Fig. 1: run 1, placement view
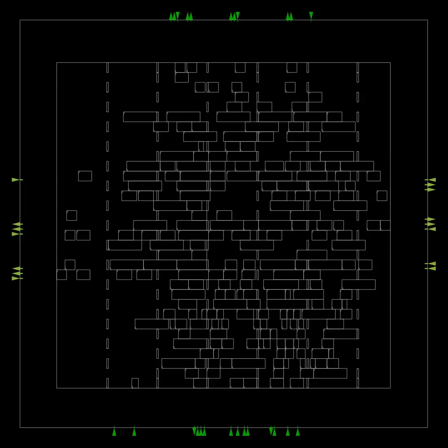
Fig. 2: run 1, wire density map
The die is cut into 22 by 22 equal tiles; dark blue is low, red is high, scaled to the fullest tile. Values are wire area over tile area, all layers added.
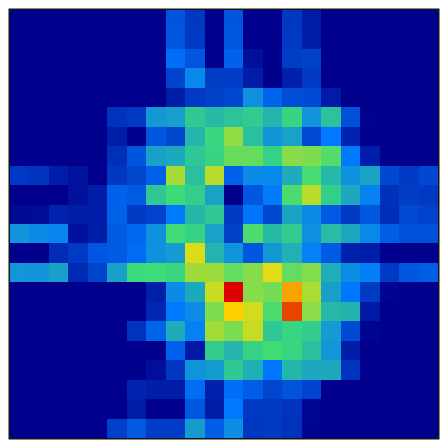
Fig. 3: run 1, sequential cells coloured by netlist name
Bar = 20 um. Other sequential cells in the stronger grey, the rest of the logic in the fainter grey.
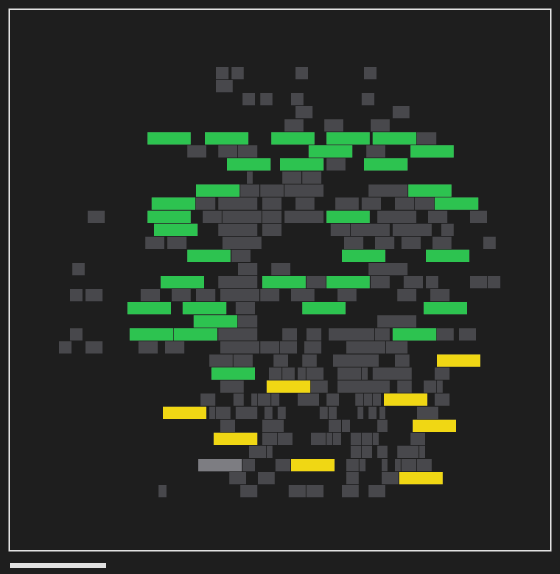
## src/rtl/wb_regbank.sv

```systemverilog
// Writeback-side register bank: four architectural registers, two bypassed
// combinational read ports, and a per-register in-flight write scoreboard.
module wb_regbank #(
  parameter int unsigned NREG         = 4,
  parameter int unsigned DW           = 8,
  parameter int unsigned MAX_INFLIGHT = 3
) (
  input  logic          clk,
  input  logic          rst_n,
  input  logic          wb_we,
  input  logic [1:0]    wb_rd,
  input  logic [DW-1:0] wb_data,
  input  logic [1:0]    rs1,
  input  logic          rs1_use,
  input  logic [1:0]    rs2,
  input  logic          rs2_use,
  output logic [DW-1:0] rdata1,
  output logic [DW-1:0] rdata2,
  input  logic          issue_valid,
  input  logic [1:0]    issue_rd,
  output logic          stall,
  output logic          sb_err
);

  logic [DW-1:0] regs [NREG];
  logic [1:0]    cnt  [NREG];

  logic wb_hit1, wb_hit2, wb_hit_issue;
  logic src_haz1, src_haz2, cap_haz;
  logic issue_fire;

  always_comb begin
    wb_hit1      = wb_we && (wb_rd == rs1);
    wb_hit2      = wb_we && (wb_rd == rs2);
    wb_hit_issue = wb_we && (wb_rd == issue_rd);

    rdata1 = wb_hit1 ? wb_data : regs[rs1];
    rdata2 = wb_hit2 ? wb_data : regs[rs2];

    // A source is ready when its last pending write is being bypassed now.
    src_haz1 = rs1_use && (cnt[rs1] != 2'd0) && !((cnt[rs1] == 2'd1) && wb_hit1);
    src_haz2 = rs2_use && (cnt[rs2] != 2'd0) && !((cnt[rs2] == 2'd1) && wb_hit2);
    cap_haz  = (cnt[issue_rd] == 2'(MAX_INFLIGHT)) && !wb_hit_issue;

    stall      = issue_valid && (src_haz1 || src_haz2 || cap_haz);
    issue_fire = issue_valid && !stall;
  end

  always_ff @(posedge clk or negedge rst_n) begin
    if (!rst_n) begin
      for (int unsigned i = 0; i < NREG; i++) begin
        regs[i] <= '0;
        cnt[i]  <= '0;
      end
      sb_err <= 1'b0;
    end else begin
      if (wb_we) begin
        regs[wb_rd] <= wb_data;
        if (cnt[wb_rd] == 2'd0) sb_err <= 1'b1;
      end
      for (int unsigned i = 0; i < NREG; i++) begin
        // Simultaneous issue and retire on the same register cancel out.
        if ((issue_fire && (issue_rd == 2'(i))) &&
            !(wb_we && (wb_rd == 2'(i)) && (cnt[i] != 2'd0)))
          cnt[i] <= cnt[i] + 2'd1;
        else if (!(issue_fire && (issue_rd == 2'(i))) &&
                 (wb_we && (wb_rd == 2'(i)) && (cnt[i] != 2'd0)))
          cnt[i] <= cnt[i] - 2'd1;
      end
    end
  end

endmodule
```

## config.mk

```make
export PLATFORM = sky130hd
export DESIGN_NAME = wb_regbank
export DESIGN_NICKNAME = d
export VERILOG_FILES = /design/src/rtl/wb_regbank.sv
export SDC_FILE = /design/constraint.sdc
export NUM_CORES = 1
export LEC_CHECK = 0
export CAP_MARGIN = 0
export CORE_MARGIN = 10
export CORE_UTILIZATION = 30
export DETAILED_ROUTE_END_ITERATION = 16
export PLACE_DENSITY = 0.61
export SYNTH_ARGS = -nofsm -noshare
export SYNTH_HDL_FRONTEND = slang
export SYNTH_SLANG_ARGS = --single-unit
```

## constraint.sdc

```tcl
create_clock -name clk -period 6.6 [get_ports clk]
set_clock_uncertainty 0.05 [all_clocks]
set_input_delay 1.32 -clock clk [delete_from_list [all_inputs] [get_ports clk]]
set_output_delay 1.32 -clock clk [all_outputs]
set_load 0.1 [all_outputs]
```

==> flow_metrics.rpt, run 1 <==
RUN METRICS
----------------------------------------------------
[Job]
  Number of warnings the tools reported ........................ 26

[Floorplanning]
  Number of placed I/O pins ........................ 40
  Die height ........................ 112 um
  Floorplan utilization ........................ 31.0%
  Chip Area ........................ 0.0126 mm2

[Worst setup path]
  Launching point of the worst reg2reg path ........................ cnt[6]
  End of the worst register-to-register path ........................ cnt[3]
  Maximum fanout encountered on the critical timing path ........................ 11
  Logic depth of the worst register-to-register path ........................ 8
  Path type of the worst setup path ........................ in2out
  Flop2flop setup slack ........................ ~4.1 ns
  Category of the worst setup path capture point ........................ primary output
  Arrival time worst endpoint ........................ 3.57 ns
  Required arrival time at the worst endpoint ........................ 5.23 ns

[Clock tree]
  CTS clock-pin slew for the worst setup and hold paths ........................ roughly 0.070 ns
  Cells resized by post-CTS repair ........................ 0
  CTS Buf Count ........................ 5
  Cell at the root of the clock tree ........................ clkbuf_8
  Number of hold buffers added after CTS ........................ 0
  Clock tree buffer depth ........................ 2
  CTS HTree Levels ........................ 2
  Setup fix buffers added after clock tree synthesis ........................ 0
  Number of sinks handled by clock tree synthesis ........................ ~41
  Source-to-sink clock delay at the later pin of the worst-skew pair ........................ 0.30 ns
  TritonCTS clock tree ........................ done

[GRT]
  First-pass GRT wire length ........................ ~10 mm
  Vias in the first global route ........................ approximately 1.8k
  Remaining Overflow, GRT ........................ 0
  Largest net degree at the start of global routing ........................ 42
  Antenna violations before repair ........................ 0
  Total GRT Usage ........................ 9.61%

[Timing]
  Final setup violation count ........................ 0
  Max_slew headroom ........................ around a third
  Fin worst setup slack ........................ 1.66 ns
  Transition time at the pin with the least slew margin ........................ 0.972 ns
  Setup TNS Final ........................ 0 ns
  F_max ........................ slightly above 200 MHz
  Share of the cycle needed by the critical path after routing ........................ 74.8%
  Setup repair after global routing missed its margin ........................ no
  Number of hold violations in the final report ........................ 0
  Final worst path period need ........................ 4.94 ns
  Worst hold-check slack ........................ 0.408 ns
  Count of final max-slew check failures ........................ 0

[Synthesis]
  Ys Warns ........................ 0
  Top cells by area ........................ dfrtp_1 40%, mux2_2 18%, mux4_2 16%, mux2_1 3.5%, xnor2_1 3.1%
  Area reported by Yosys stat ........................ approximately 0.0026 mm2
  Post-synthesis sequential element count ........................ 41
  Post-Synthesis Cells ........................ 185
  Post-Synthesis Cell Area ........................ 0.00256 mm2
  Register share after synthesis ........................ 40.1%
  Cell total in the yosys stat output ........................ 185
  Netlist cell types ........................ 32
  Yosys top cell area share ........................ 40.1%
  Post-synthesis net count ........................ about 210

[Detailed routing]
  Final antenna-violating net count ........................ 0
  Count of routing violations after the opening detailed-route iteration ........................ ~90
  Via count normalized by instance count ........................ 5.24
  Drc violations ........................ 0
  1st-pass router iterations ........................ 4

[Hold path]
  Worst Hold Class ........................ reg2reg
  Startpoint of the most critical hold path ........................ sb_err
  Hold EP ........................ sb_err
  Hold Crit Depth ........................ 1

[Placed design]
  Weighted congestion at the end of routability-driven global placement ........................ 0.770
  Placed cell areas ........................ between 0.002 and 0.003 mm2
  Setup slack after placement ........................ 1.64 ns
  Number of port buffers ........................ 39
  Final HPWL from detailed placement ........................ 4.35 mm
  Placed insts ........................ 320

[Final layout]
  Final-stage net count ........................ approximately 250
  Footprint of the multi-input gates ........................ between 0.001 and 0.0015 mm2
  Fill cell instance count of the final layout ........................ between 800 and 900
  Post-route design area ........................ 0.00309 mm2
  Count of antenna diodes in the layout ........................ 0
  Share of layout cells above drive strength 1 ........................ 40.8%

[Power and ir drop]
  Cell Pwr Density ........................ 357 mW/mm2
  Overall power of the completed layout ........................ 1100 uW
  Leakage power ........................ between 0.001 and 0.0015 uW

[Run status]
  Run status ........................ finished, final reports clean

----------------------------------------------------
## Picture notes: Fig. 1
proportion of cell area occupied by registers: 33.2%
placeable core area: 0.00826 mm2
standard-cell rows: 33
Tap Cells: 105

## Picture notes: Fig. 2
emptiest ninth of the die: upper left
mean over tiles: 0.074
densest ninth of the die: centre
routed vias: 1719
mean routed wirelength per cell: 18.6 um
routed wire length: 6.09 mm

## Picture notes: Fig. 3
| colour | signal | flops |
|---|---|---|
| yellow | cnt | 8 |
| green | regs | 32 |
not coloured: 1
Seq. cell area: 0.00103 mm2
core utilization of the finished layout: 37.4%

## run 1: registers in the layout, indices dropped and copies added, names as in the netlist
name / flops
regs: 32
cnt: 8
sb_err: 1
## run 1: cell usage in the layout (no fill, tap or decap), types with 3 or more instances in the layout
| cell type | instances |
|---|---|
| ha_1 | 4 |
| buf_4 | 17 |
| nor4_1 | 4 |
| mux2_2 | 40 |
| nand3_1 | 3 |
| mux2_1 | 8 |
| inv_1 | 3 |
| clkdlybuf4s50_1 | 21 |
| nand2_1 | 4 |
| xnor2_1 | 9 |
| mux4_2 | 18 |
| clkbuf_8 | 6 |
| dfrtp_1 | 41 |
| xor2_1 | 8 |
| nor2_1 | 6 |
| nand3b_1 | 3 |
| a21oi_1 | 4 |
## run 1: layout make-up
type | instances | share of cell area [%]
flip-flops and latches | 41 | 33.2
inverters | 3 | 0.365
repair buffers | 39 | 11.1
multi-input cells | 132 | 47.3
clock buffers | 7 | 2.79
well taps | 105 | 4.25
clock inverters | 1 | 0.972
## run 1: power by group
group	switching [uW]	total, uW	internal [uW]	leakage [uW]
registers	77.2	391	314	0.000482
clock network	88.5	212	123	0.0000585
logic	309	501	192	0.000691
total	474	1100	630	0.00123
## run 1: worst max-delay path, stage by stage
cell and delay (ns):
clkdlybuf4s50_1 0.97, mux4_2 0.60, a21oi_2 0.13, o22ai_2 0.13, o21a_1 0.20, buf_4 0.22
## run 1: metal layers
metal	wire length, um	GRT usage [%]	up-vias
met1	2920	12.6	896
met3	201	2.24	8
met5	0	0	-
met4	104	3.38	0
met2	2870	15.1	32
li1	-	-	783
## run 1: worst max-delay path by stage
| stage | slack [ns] | start | to | depth (start not counted) |
|---|---|---|---|---|
| 2_1_floorplan | 2.37 | rs1[1] | stall | 6 |
| 3_3_place_gp | 1.66 | rs2[0] | stall | 6 |
| 3_5_place_dp | 1.64 | rs1[0] | stall | 6 |
| 4_1_cts | 1.64 | rs1[0] | stall | 6 |
| 5_1_grt | 1.51 | rs1[0] | stall | 7 |
| 6_report | 1.66 | rs1[0] | stall | 6 |
## run 1: Yosys cell counts
cell,instances
dfrtp_1,41
o21ai_1,1
o22ai_2,1
xor2_1,8
mux2_2,40
a21oi_2,2
nand2b_1,1
nand2_1,4
nor4_1,4
buf_4,2
nand3b_1,3
mux4_1,2
nand3_2,2
nor3b_2,1
ha_1,4
xnor2_1,9
o21bai_1,1
o21a_1,1
nor3_1,2
inv_1,3
or2_2,2
a211oi_1,1
buf_2,5
a21o_1,1
nor2_1,6
nand3_1,3
a21oi_1,4
o21ai_0,2
nor3b_1,1
buf_6,2
mux2_1,8
mux4_2,18
## run 1: kinds of logic (layout without fill, tap and decap cells)
family | Yosys count | after routing | share of synthesized area [%]
compound gates | 14 | 14 | 3.71
xor+xnor | 17 | 17 | 5.81
fa+ha+maj | 4 | 4 | 1.95
buf+inv | 12 | 50 | 2.88
flops | 41 | 41 | 40.1
mux | 68 | 68 | 39.0
simple gates | 29 | 29 | 6.59
==> run 2, diff against run 1 <==
--- a/config.mk
+++ b/config.mk
@@ -9,7 +9,7 @@
 export CORE_MARGIN = 10
 export CORE_UTILIZATION = 30
 export DETAILED_ROUTE_END_ITERATION = 16
-export PLACE_DENSITY = 0.61
+export PLACE_DENSITY = 0.62
 export SYNTH_ARGS = -nofsm -noshare
 export SYNTH_HDL_FRONTEND = slang
 export SYNTH_SLANG_ARGS = --single-unit
==> constraint.sdc (replaced) <==
create_clock -name clk -period 4.4 [get_ports clk]
set_clock_uncertainty 0.05 [all_clocks]
set_input_delay 0.88 -clock clk [delete_from_list [all_inputs] [get_ports clk]]
set_output_delay 0.88 -clock clk [all_outputs]
set_load 0.1 [all_outputs]
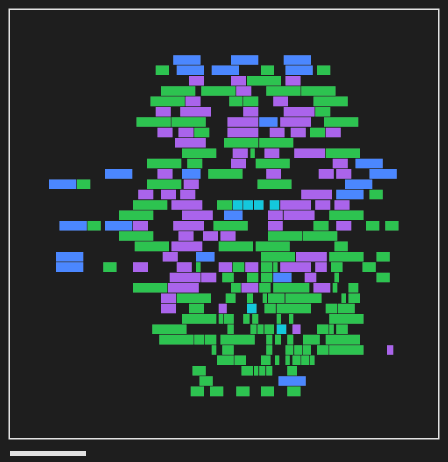
Fig. 4. Cell sizes after repair (run 2).
Bar = 20 um.
| colour | size | cells | most used |
|---|---|---|---|
| blue | x6 and larger | 22 | buf_12 |
| green | x1 and smaller | 134 | dfrtp_1 |
| purple | x2 | 67 | mux2_2 |
| cyan | x3 and x4 | 6 | buf_4 |
fin worst setup slack: 0.540 ns
post-route design area: 0.00331 mm2
total of plain and repair buffers excluding clock buffers: 45
area growth from synthesis to layout: 29.3%

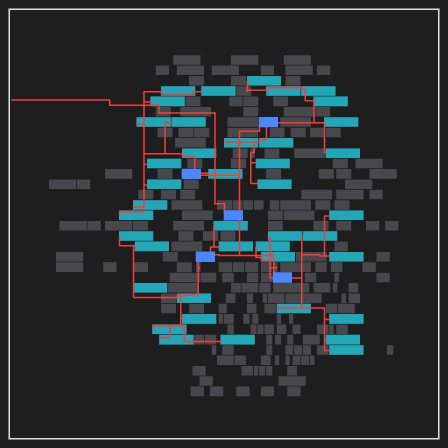
Fig. 5. Clock distribution (run 2).
[blue] clock-net drivers | count: 5
[cyan] flip-flops | count: 41
[red] clock wires | length: 543 um
routed clock nets: 6
clock network fraction of design power: 13.9%
clock network power: 235 uW

==> flow_metrics.rpt, run 2 <==
RUN METRICS
----------------------------------------------------
[Final layout]
  Share of layout cells above drive strength 1 ........................ 41.5%
  Largest Register ........................ regs
  Commonest non-fill, non-tap cells in the layout ........................ 41 x dfrtp_1, 40 x mux2_2, 21 x clkdlybuf4s50_1, 18 x mux4_2, 17 x buf_12
  Count of antenna diodes in the layout ........................ 0
  Largest registers ........................ regs: 32 flops, cnt: 8 flops, sb_err: 1 flops
  Final-stage net count ........................ ~250
  Commonest non-fill, non-tap cell in the layout ........................ dfrtp_1
  Largest register FFs ........................ 32

[Worst setup path]
  Required arrival time at the worst endpoint ........................ 3.47 ns
  Maximum fanout encountered on the critical timing path ........................ 7
  Arrival time worst endpoint ........................ 2.93 ns
  Critical Path Source Type ........................ input port
  Worst path cell trace ........................ clkdlybuf4s50_1, mux4_1, a21oi_2, o22ai_2, o21a_1, buf_12
  Path type of the worst setup path ........................ in2out
  Standard cell with the maximum stage delay on the critical path ........................ clkdlybuf4s50_1
  Delay of the slowest cell on the worst path ........................ 0.73 ns
  Category of the worst setup path capture point ........................ primary output

[Detailed routing]
  Mean routed wirelength per cell ........................ between 15 and 20 um
  Routed wire length ........................ 5.98 mm
  Routed vias ........................ 1712
  Drc violations ........................ 0
  Final antenna-violating net count ........................ 0
  1st-pass router iterations ........................ 4
  Via count normalized by instance count ........................ 5.13
  Count of routing violations after the opening detailed-route iteration ........................ 81

[Clock tree]
  TritonCTS clock tree ........................ done
  Number of hold buffers added after CTS ........................ 0
  CTS Buf Count ........................ 5
  Cell at the root of the clock tree ........................ clkbuf_8
  Number of sinks handled by clock tree synthesis ........................ 41
  Setup fix buffers added after clock tree synthesis ........................ 0
  CTS HTree Levels ........................ 2
  Cells resized by post-CTS repair ........................ 0
  CTS clock-pin slew for the worst setup and hold paths ........................ 0.07 ns
  Source-to-sink clock delay at the later pin of the worst-skew pair ........................ 0.29 ns
  Clock tree buffer depth ........................ 2

[Job]
  Number of warnings the tools reported ........................ 26
  Count of max-cap constraint violations ........................ 0

[Synthesis]
  Cell with the most instances after synthesis ........................ dfrtp_1
  Yosys top cell area share ........................ 40.1%
  Dominant synthesized flop cell ........................ dfrtp_1
  Post-synthesis average cell area ........................ about 14 um2
  Ys Warns ........................ 0
  Cell total in the yosys stat output ........................ 185
  Count of flip-flops with a built-in enable after synthesis ........................ 0
  Top cell type by total area after synthesis ........................ dfrtp_1
  Post-Synthesis Cells ........................ approximately 190
  Netlist cell types ........................ 32
  Area reported by Yosys stat ........................ ~0.0026 mm2
  Post-synthesis sequential element count ........................ ~41
  Synth cell count leaders ........................ 41 x dfrtp_1, 40 x mux2_2, 18 x mux4_2
  Post-synthesis net count ........................ 211
  Post-Synthesis Cell Area ........................ 0.00256 mm2
  Register share after synthesis ........................ around 40%
  Top cells by area ........................ dfrtp_1 40%, mux2_2 18%, mux4_2 16%, mux2_1 3.5%, xnor2_1 3.1%
  Post-synthesis async set-or-reset flop share ........................ 100%

[Timing]
  Max_slew headroom ........................ 35.3%
  Transition time at the pin with the least slew margin ........................ a little under 1 ns
  Setup TNS Final ........................ 0 ns
  Setup repair after global routing missed its margin ........................ no
  F_max ........................ 259 MHz
  Final setup violation count ........................ 0
  Count of final max-slew check failures ........................ 0
  Share of the cycle needed by the critical path after routing ........................ 87.7%
  Final worst path period need ........................ ~3.9 ns
  Number of hold violations in the final report ........................ 0

[Power and ir drop]
  Cell Pwr Density ........................ 511 mW/mm2
  Leakage power ........................ 0.00132 uW
  Overall power of the completed layout ........................ 1690 uW
  Worst ir drop on vdd ........................ 0.000271 V

[Floorplanning]
  Standard-cell rows ........................ 33
  Die height ........................ roughly 110 um
  Floorplan utilization ........................ 31.0%
  X dimension of the die ........................ 112 um
  Placeable core area ........................ 0.00826 mm2
  Number of placed I/O pins ........................ 40
  Chip Area ........................ about 0.013 mm2

[GRT]
  Vias in the first global route ........................ 1862
  Remaining Overflow, GRT ........................ 0
  First-pass GRT wire length ........................ 9.96 mm
  Antenna violations before repair ........................ 0
  Total GRT Usage ........................ a little under 10%
  Largest net degree at the start of global routing ........................ between 40 and 50

[Placed design]
  Number of port buffers ........................ 39
  Final HPWL from detailed placement ........................ 4.46 mm
  Placed cell areas ........................ 0.00323 mm2
  Weighted congestion at the end of routability-driven global placement ........................ 0.752

[Run status]
  Run status ........................ finished, final reports clean

[Hold path]
  Worst Hold Class ........................ reg2reg

----------------------------------------------------
==> run 2: cell counts after synthesis <==
Identical to the previous run, type by type.
==> run 2: worst paths after layout <==
check | startpoint | depth (start not counted) | end | slack, ns
max | rs1[1] | 6 | stall | 0.54
min | sb_err | 1 | sb_err | 0.42
max reg2reg | cnt[4] | 8 | cnt[5] | 1.98
min reg2reg | sb_err | 1 | sb_err | 0.42
max in group asynchronous | rst_n | 1 | cnt[2] | 3.06
min in group asynchronous | rst_n | 1 | cnt[1] | 0.66
==> run 2: area by class of cell <==
type	count	area [um2]
Fill cell	800	4950
Multi-Input combinational cell	132	1460
Sequential cell	41	1030
Timing Repair Buffer	45	601
Tap cell	105	131
Clock buffer	8	80.1
Inverter	3	11.3
==> run 2: routing by layer <==
layer / up-vias / wire [um] / track usage (%)
met3: 6 / 375 / 3.67
met2: 40 / 2790 / 14.9
met4: 0 / 56 / 2.28
li1: 795 / - / -
met1: 871 / 2760 / 12.7
met5: - / 0 / 0
==> run 2: through the flow <==
| step | util (%) | cells | hold WS [ns] | setup slack, ns |
|---|---|---|---|---|
| CTS | 40.1 | 334 | 0.429 | 0.519 |
| global route | 40.1 | 334 | 0.471 | 0.440 |
| global placement | 39.1 | 326 | 0.402 | 0.545 |
| floorplan | - | 185 | 0.421 | 1.05 |
| finish | 40.1 | 334 | 0.420 | 0.540 |
| detailed placement | 39.1 | 326 | 0.411 | 0.534 |
==> run 2: critical path: cells and delay by family <==
kind | cells | cell delay, ns
buf+inv | 2 | 0.90
mux | 1 | 0.63
compound gates | 3 | 0.51
==> run 2: power breakdown <==
| group | switching (uW) | total, uW | internal (uW) | leakage (uW) |
|---|---|---|---|---|
| Sequential | 111 | 583 | 472 | 0.000482 |
| Clock | 123 | 235 | 113 | 0.0000395 |
| Combinational | 481 | 875 | 393 | 0.000795 |
| Total | 715 | 1690 | 978 | 0.00132 |
==> run 2: kinds of logic after synthesis <==
kind of cell	after synthesis	synth area share, %
compound gates	14	3.71
xor+xnor	17	5.81
fa+ha+maj	4	1.95
buf+inv	12	2.88
flops	41	40.1
mux	68	39.0
simple gates	29	6.59
==> run 3, diff against run 2 <==
--- a/config.mk
+++ b/config.mk
@@ -9,7 +9,7 @@
 export CORE_MARGIN = 10
 export CORE_UTILIZATION = 30
 export DETAILED_ROUTE_END_ITERATION = 16
-export PLACE_DENSITY = 0.62
+export PLACE_DENSITY = 0.52
 export SYNTH_ARGS = -nofsm -noshare
 export SYNTH_HDL_FRONTEND = slang
 export SYNTH_SLANG_ARGS = --single-unit
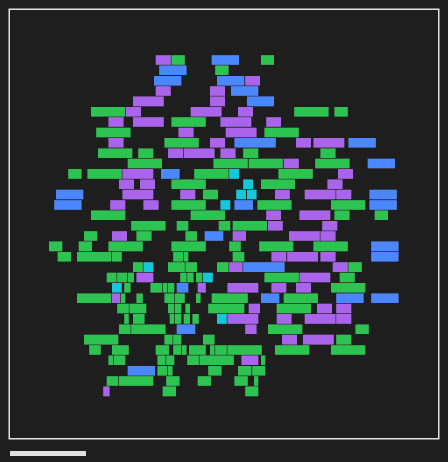
Fig. 6. Cell sizes after repair (run 3).
Bar = 20 um.
| colour | size | cells | most used |
|---|---|---|---|
| cyan | x3 and x4 | 9 | buf_4 |
| purple | x2 | 67 | mux2_2 |
| blue | x6 and larger | 25 | buf_12 |
| green | x1 and smaller | 131 | dfrtp_1 |
total of plain and repair buffers excluding clock buffers: 48
area growth from synthesis to layout: 32.4%
fin worst setup slack: 0.517 ns
post-route design area: 0.00339 mm2

==> flow_metrics.rpt, run 3 <==
RUN METRICS
----------------------------------------------------
[Run status]
  Run status ........................ finished, final reports clean

[Worst setup path]
  Critical Path Source Type ........................ input port
  Category of the worst setup path capture point ........................ primary output
  Path type of the worst setup path ........................ in2out

[Power and ir drop]
  Part of the power in combinational logic ........................ a little under half
  Leakage power ........................ 0.00136 uW

[Final layout]
  Largest registers ........................ regs: 32 flops, cnt: 8 flops, sb_err: 1 flops
  Largest register FFs ........................ 32
  Commonest non-fill, non-tap cells in the layout ........................ 41 x dfrtp_1, 40 x mux2_2, 21 x clkdlybuf4s50_1, 18 x mux4_2, 17 x buf_12
  Core utilization of the finished layout ........................ 41.1%
  Share of layout cells above drive strength 1 ........................ 43.5%
  Commonest non-fill, non-tap cell in the layout ........................ dfrtp_1
  Non-filler cells in the finished layout ........................ around 340

[Floorplanning]
  Standard-cell rows ........................ 33
  Number of placed I/O pins ........................ 40
  Chip Area ........................ 0.0126 mm2
  X dimension of the die ........................ 112 um
  Floorplan utilization ........................ 31.0%
  Placeable core area ........................ 0.00826 mm2

[GRT]
  Vias in the first global route ........................ 1829
  Largest net degree at the start of global routing ........................ 42
  Total GRT Usage ........................ under 10%
  Antenna violations before repair ........................ 0

[Timing]
  Setup repair after global routing missed its margin ........................ no
  Number of hold violations in the final report ........................ 0
  F_max ........................ 258 MHz
  Setup TNS Final ........................ 0 ns
  Max_slew headroom ........................ 35.2%

[Synthesis]
  Top cell type by total area after synthesis ........................ dfrtp_1
  Post-Synthesis Cell Area ........................ about 0.0026 mm2
  Cell total in the yosys stat output ........................ 185
  Area reported by Yosys stat ........................ 0.00256 mm2
  Post-synthesis net count ........................ ~210
  Synth cell count leaders ........................ 41 x dfrtp_1, 40 x mux2_2, 18 x mux4_2
  Top cells by area ........................ dfrtp_1 40%, mux2_2 18%, mux4_2 16%, mux2_1 3.5%, xnor2_1 3.1%
  Register share after synthesis ........................ approximately 40%
  Ys Warns ........................ 0
  Cell with the most instances after synthesis ........................ dfrtp_1
  Yosys top cell area share ........................ 40.1%

[Detailed routing]
  Via count normalized by instance count ........................ 5.02
  Count of routing violations after the opening detailed-route iteration ........................ 55
  Routed wire length ........................ between 6 and 7 mm
  Routed vias ........................ 1691
  1st-pass router iterations ........................ 4
  Top Layer Used ........................ met4
  Final antenna-violating net count ........................ 0
  Total length of routed met2 wires ........................ 3.12 mm

[Placed design]
  Placed insts ........................ 329
  Final HPWL from detailed placement ........................ roughly 4.4 mm
  Setup slack after placement ........................ 0.488 ns
  Number of port buffers ........................ 39
  Weighted congestion at the end of routability-driven global placement ........................ 0.735

[Job]
  Count of max-cap constraint violations ........................ 0

[Clock tree]
  Cell at the root of the clock tree ........................ clkbuf_8
  Clock tree buffer depth ........................ 2
  TritonCTS clock tree ........................ done
  Number of sinks handled by clock tree synthesis ........................ 41
  Setup fix buffers added after clock tree synthesis ........................ 0
  Number of hold buffers added after CTS ........................ 0
  CTS clock-pin slew for the worst setup and hold paths ........................ 0.08 ns

----------------------------------------------------
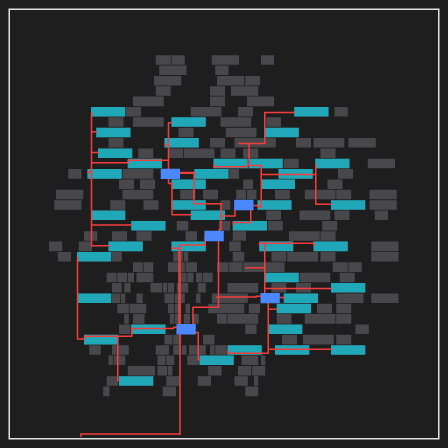
Fig. 7. Clock distribution (run 3).
[blue] clock-net drivers | count: 5
[red] clock wires | length: 583 um
[cyan] flip-flops | count: 41
routed clock nets: 6
clock network fraction of design power: 20.2%
clock network power: 369 uW
source-to-sink clock delay at the later pin of the worst-skew pair: 0.30 ns

run 3: cell counts after synthesis:
No cell type changed its count.
run 3: layer usage:
metal / vias up / global-route usage (%)
met5: - / 0
met4: 0 / 3.30
met3: 6 / 2.72
met2: 33 / 17.0
met1: 857 / 11.4
li1: 795 / -
run 3: final cells by class:
cell class	instances	area [um2]	area share [%]
repair buffers	48	623	18.4
well taps	105	131	3.87
flip-flops and latches	41	1030	30.3
clock inverters	3	68.8	2.03
inverters	3	11.3	0.332
multi-input cells	132	1460	43.1
clock buffers	5	68.8	2.03
run 3: power groups by stage:
stage	clock network (uW)	logic (uW)	registers [uW]
6_report	369	874	583
5_1_grt	401	923	602
4_1_cts	383	886	584
3_5_place_dp	0	884	592
3_3_place_gp	0	877	589
2_1_floorplan	0	651	541
run 3: path summary, 6_finish.rpt:
path	start	endpoint	slack, ns	depth (start not counted)
max	rs1[0]	stall	0.52	6
min	sb_err	sb_err	0.43	1
max reg2reg	cnt[6]	cnt[5]	1.97	7
min reg2reg	sb_err	sb_err	0.43	1
max in group asynchronous	rst_n	cnt[1]	3.05	1
min in group asynchronous	rst_n	cnt[2]	0.66	1
run 3: critical path, stage by stage:
cell and delay, ns:
clkdlybuf4s50_1 0.81, mux4_2 0.58, a21oi_2 0.14, o22ai_2 0.13, o21a_1 0.23, buf_12 0.17
run 3: logic make-up (layout without fill, tap and decap cells):
| family | count (synthesis) | after routing | synth area share (%) |
|---|---|---|---|
| AND/OR/NAND/NOR | 29 | 29 | 6.59 |
| buffers and inverters | 12 | 59 | 2.88 |
| multiplexers | 68 | 68 | 39.0 |
| flip-flops | 41 | 41 | 40.1 |
| AND-OR/OR-AND | 14 | 14 | 3.71 |
| adder cells (fa/ha/maj) | 4 | 4 | 1.95 |
| XOR/XNOR | 17 | 17 | 5.81 |
run 3: stage by stage:
stage / power, uW / instance area, um2 / hold slack [ns]
after floorplan: 1190 / 2560 / 0.421
after global placement: 1470 / 3250 / 0.404
after detailed placement: 1480 / 3250 / 0.398
after CTS: 1850 / 3390 / 0.431
after global routing: 1930 / 3390 / 0.473
final: 1830 / 3390 / 0.427
Power and IR drop assume default switching activity.
